===== config.mk =====
export PLATFORM = sky130hd
export DESIGN_NAME = lives_level_ctrl
export DESIGN_NICKNAME = d
export VERILOG_FILES = /design/src/rtl/game_pkg.sv /design/src/rtl/edge_pulse.sv /design/src/rtl/lives_level_ctrl.sv
export SDC_FILE = /design/constraint.sdc
export NUM_CORES = 1
export LEC_CHECK = 0
export CAP_MARGIN = 5
export CELL_PAD_IN_SITES_DETAIL_PLACEMENT = 0
export CELL_PAD_IN_SITES_GLOBAL_PLACEMENT = 2
export CORE_MARGIN = 2
export CORE_UTILIZATION = 38
export DETAILED_ROUTE_END_ITERATION = 10
export GPL_TIMING_DRIVEN = 1
export PLACE_DENSITY_LB_ADDON = 0.15
export SLEW_MARGIN = 20
export SYNTH_ARGS = -nofsm -noshare
export SYNTH_HDL_FRONTEND = slang
export SYNTH_HIERARCHICAL = 1
export SYNTH_SLANG_ARGS = --single-unit

===== constraint.sdc =====
create_clock -name CLK_50M -period 2.85 [get_ports CLK_50M]
set_input_delay 0.57 -clock CLK_50M [delete_from_list [all_inputs] [get_ports CLK_50M]]
set_output_delay 0.57 -clock CLK_50M [all_outputs]
set_load 0.05 [all_outputs]

===== src/rtl/game_pkg.sv =====
// game_pkg: global game_state encodings and the lives/level FSM state type.
package game_pkg;
   localparam logic [1:0] GS_START = 2'b00;
   localparam logic [1:0] GS_PLAY  = 2'b01;
   localparam logic [1:0] GS_OVER  = 2'b10;
   typedef enum logic [1:0] {IDLE, SERVE, RUN, DONE} state_t;
endpackage


===== src/rtl/edge_pulse.sv =====
// edge_pulse: rising-edge detector; previous value resets high so a level held across reset is not an edge.
module edge_pulse (
   input  logic clk_i,
   input  logic rst_i,
   input  logic in_i,
   output logic rise_o
);
   logic prev_q;
   always_ff @(posedge clk_i or posedge rst_i)
      if (rst_i) prev_q <= 1'b1;
      else       prev_q <= in_i;
   assign rise_o = in_i & ~prev_q;
endmodule


===== src/rtl/lives_level_ctrl.sv =====
// lives_level_ctrl: tracks lives and level, paces serves, and requests global game-state transitions.
module lives_level_ctrl import game_pkg::*; #(
   parameter int LIVES_INIT = 3,
   parameter int LEVEL_MAX  = 7,
   parameter int SERVE_DLY  = 50_000_000
) (
   input  logic       CLK_50M,
   input  logic       RST,
   input  logic       key_start,
   input  logic       key_reset,
   input  logic [1:0] game_state,
   input  logic       ball_lost,
   input  logic       level_clear,
   output logic       game_start,
   output logic       game_over,
   output logic       game_reset,
   output logic       serve_en,
   output logic [1:0] lives,
   output logic [2:0] level,
   output logic       win
);
   localparam int CW = $clog2(SERVE_DLY + 1);
   state_t state_q, state_d;
   logic [1:0] lives_q, lives_d;
   logic [2:0] level_q, level_d;
   logic [CW-1:0] cnt_q, cnt_d;
   logic win_q, win_d, start_q, start_d, over_q, over_d, reset_q, reset_d, serve_q, serve_d;
   logic start_rise, reset_rise;
   edge_pulse u_start (.clk_i(CLK_50M), .rst_i(RST), .in_i(key_start), .rise_o(start_rise));
   edge_pulse u_reset (.clk_i(CLK_50M), .rst_i(RST), .in_i(key_reset), .rise_o(reset_rise));
   always_comb begin
      state_d = state_q;
      lives_d = lives_q;
      level_d = level_q;
      win_d   = win_q;
      cnt_d   = cnt_q;
      start_d = 1'b0;
      over_d  = 1'b0;
      reset_d = 1'b0;
      if (game_state == 2'b11 || (game_state == GS_START && state_q != IDLE)) state_d = IDLE;
      else begin
         case (state_q)
            IDLE:
               if (start_rise && game_state == GS_START) begin
                  start_d = 1'b1;
                  state_d = SERVE;
                  cnt_d   = CW'(SERVE_DLY - 1);
               end
            SERVE:
               if (cnt_q == '0) state_d = RUN;
               else             cnt_d   = cnt_q - CW'(1);
            RUN:
               // level_clear takes priority over a coincident ball_lost
               if (level_clear) begin
                  if (level_q == 3'(LEVEL_MAX)) begin
                     win_d   = 1'b1;
                     over_d  = 1'b1;
                     state_d = DONE;
                  end else begin
                     level_d = level_q + 3'd1;
                     state_d = SERVE;
                     cnt_d   = CW'(SERVE_DLY - 1);
                  end
               end else if (ball_lost) begin
                  if (lives_q > 2'd1) begin
                     lives_d = lives_q - 2'd1;
                     state_d = SERVE;
                     cnt_d   = CW'(SERVE_DLY - 1);
                  end else begin
                     lives_d = 2'd0;
                     over_d  = 1'b1;
                     state_d = DONE;
                  end
               end
            default:
               if (reset_rise && game_state == GS_OVER) begin
                  reset_d = 1'b1;
                  state_d = IDLE;
               end
         endcase
      end
      // every path into IDLE reloads a fresh game
      if (state_d == IDLE) begin
         lives_d = 2'(LIVES_INIT);
         level_d = 3'd0;
         win_d   = 1'b0;
         cnt_d   = '0;
      end
      serve_d = state_d == RUN;
   end
   always_ff @(posedge CLK_50M or posedge RST)
      if (RST) begin
         state_q <= IDLE;
         lives_q <= 2'(LIVES_INIT);
         level_q <= 3'd0;
         win_q   <= 1'b0;
         cnt_q   <= '0;
         start_q <= 1'b0;
         over_q  <= 1'b0;
         reset_q <= 1'b0;
         serve_q <= 1'b0;
      end else begin
         state_q <= state_d;
         lives_q <= lives_d;
         level_q <= level_d;
         win_q   <= win_d;
         cnt_q   <= cnt_d;
         start_q <= start_d;
         over_q  <= over_d;
         reset_q <= reset_d;
         serve_q <= serve_d;
      end
   assign game_start = start_q;
   assign game_over  = over_q;
   assign game_reset = reset_q;
   assign serve_en   = serve_q;
   assign lives      = lives_q;
   assign level      = level_q;
   assign win        = win_q;
endmodule


cell_classes.png
Fill, decap, tap and diode cells in grey.
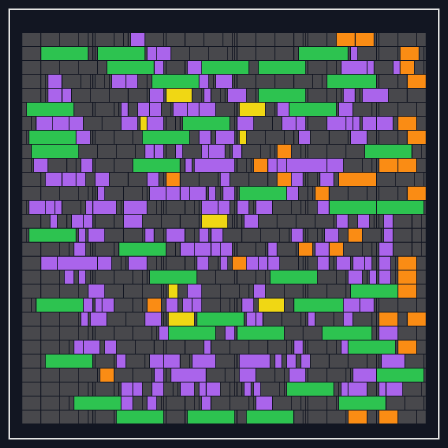
colour	class	cells
green	flip-flops	40
orange	other buffers and delay cells	30
yellow	clock drivers and dummy loads	8
purple	all other logic	190
Final Cell Area: 0.00278 mm^2
Rows: 28
sequential share of cell area: 36.2%
Layout Utilization: 46.4%
core area: 0.00599 mm^2

met3.png
The bar under the picture is 20 um long.
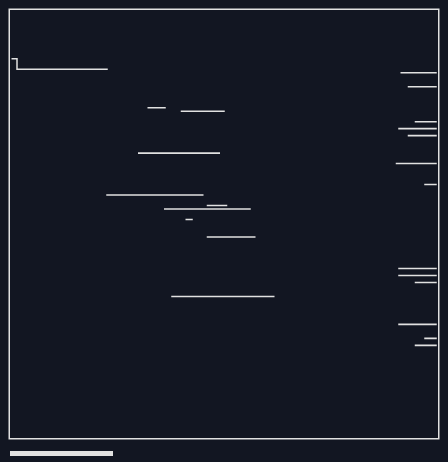
wire length on this layer	187 um
main direction	horizontal
nets with wire on the layer	20
longest straight run	19.8 um
final WL: 5910 um
M3 GR Usage: 3.58%
DR vias: 2004

==> results_dict.tcl <==
# yosys + openroad results
set metrics [dict create \
    openroad.warnings 26 \
    grt.overflow.total 0 \
    grt_max_degree 39 \
    drc 0 \
    post-route-period-util_pct 87.6 \
    drtPass1Iterations 4 \
    numSynthFlops 40 \
    port_buffers 17 \
    setup-violations-final 0 \
    hold_buffers 0 \
    cts_setup_buffers 0 \
    post-dp-hpwl_um 4010 \
    nNetsFinal 278 \
    cts_max_level 2 \
    path_max_fanout 21 \
    antenna_cells 0 \
    slew_viol_final 0 \
    root_buffer "clkbuf_8" \
    antenna_found_initial 0 \
    die_h_um 83.3 \
    cp.arrival_ns 2.69 \
    cts.sinks 40 \
    postSynthCellCount 241 \
    ys_cells 241 \
    drt_iter0_markers 85 \
    worstPathRequired_ns 3.04 \
    yosysWarnings 6 \
    cts_tree "done" \
    cap_viol_max_count 0 \
    synth.cell_area_mm2 0.00239 \
    clkLatencyLatePin_ns 0.30 \
    synth_seq_share_pct 42.1 \
    clk_pin_slew_ns 0.08 \
    grt_pass1_wl_um 10200 \
    fp_nets 252 \
    fin_crit_ns 2.50 \
    fmax_mhz 400 \
    lay_top_count "dfrtp_1" \
    gp_congestion 0.780 \
    fp_util_pct 39.8 \
    status "completed" \
    cts_buffers 5 \
    avgViaCountPerCell 5.84 \
    ys_types 60 \
]
-- through the flow --
step / worst slack, ns / hold slack (ns) / util, % / instances
2_1_floorplan: 0.440 / 0.460 / - / 241
3_3_place_gp: 0.264 / 0.483 / 45.0 / 335
3_5_place_dp: 0.203 / 0.486 / 45.0 / 335
4_1_cts: 0.335 / 0.504 / 46.4 / 343
5_1_grt: 0.182 / 0.542 / 46.4 / 343
6_report: 0.353 / 0.501 / 46.4 / 343
-- state kept, by name, summed over array words and instances (netlist names), 2 cells and up --
| name | flops |
|---|---|
| state_q | 2 |
| cnt_q | 26 |
| lives | 2 |
| level | 3 |
-- cell families (layout without fill, tap and decap cells) --
family	count (synthesis)	after routing	synth area share [%]
XOR/XNOR	3	3	1.10
flip-flops	40	40	42.1
adder cells (fa/ha/maj)	3	3	1.57
buffers and inverters	19	46	3.93
AND/OR/NAND/NOR	103	103	28.7
multiplexers	2	2	0.839
AND-OR/OR-AND	71	71	21.7
-- metal layers --
layer	up-vias	global-route usage, %	share of wire (%)
met1	984	23.0	47
li1	985	-	-
met2	30	30.0	48
met4	0	5.81	1.0
met3	5	3.58	3.1
met5	-	0	0
-- final timing paths --
check,cells after the start,from,to,slack [ns]
worst max-delay path,8,cnt_q[0],cnt_q[1],0.35
worst min-delay path,2,win,win,0.50
worst max register to register,8,cnt_q[0],cnt_q[1],0.35
worst min register to register,2,win,win,0.50
max in group asynchronous,3,RST,lives[1],1.71
min in group asynchronous,2,RST,u_start/prev_q,0.63
-- final cells by class --
type | instances | area (um^2)
tap | 75 | 93.8
fill | 586 | 3210
clock inverter | 1 | 5.00
timing repair buffer | 30 | 280
clock buffer | 7 | 76.3
sequential | 40 | 1010
multi-input combinational | 182 | 1290
inverter | 8 | 30.0
-- synth_stat cells, types with 5 or more instances --
cell type,instances,area [um^2]
dfrtp_1,36,901
nor2_1,18,67.6
nor3_1,18,90.1
a21oi_1,13,65.1
nor4_1,9,56.3
inv_1,8,30.0
a21o_1,7,52.6
a31oi_1,6,37.5
nand2_1,6,22.5
clkbuf_1,5,18.8
nand3_1,5,25.0
nor3b_1,5,37.5
o21a_1,5,37.5
o41ai_1,5,43.8
-- critical path, stage by stage, from the launching register on --
cell      delay (ns)
dfrtp_1         0.42
inv_1           0.09
ha_1            0.19
nor3b_4         0.40
and4_2          0.38
a21oi_1         0.08
buf_4           0.21
or2_2           0.34
a311oi_1        0.28
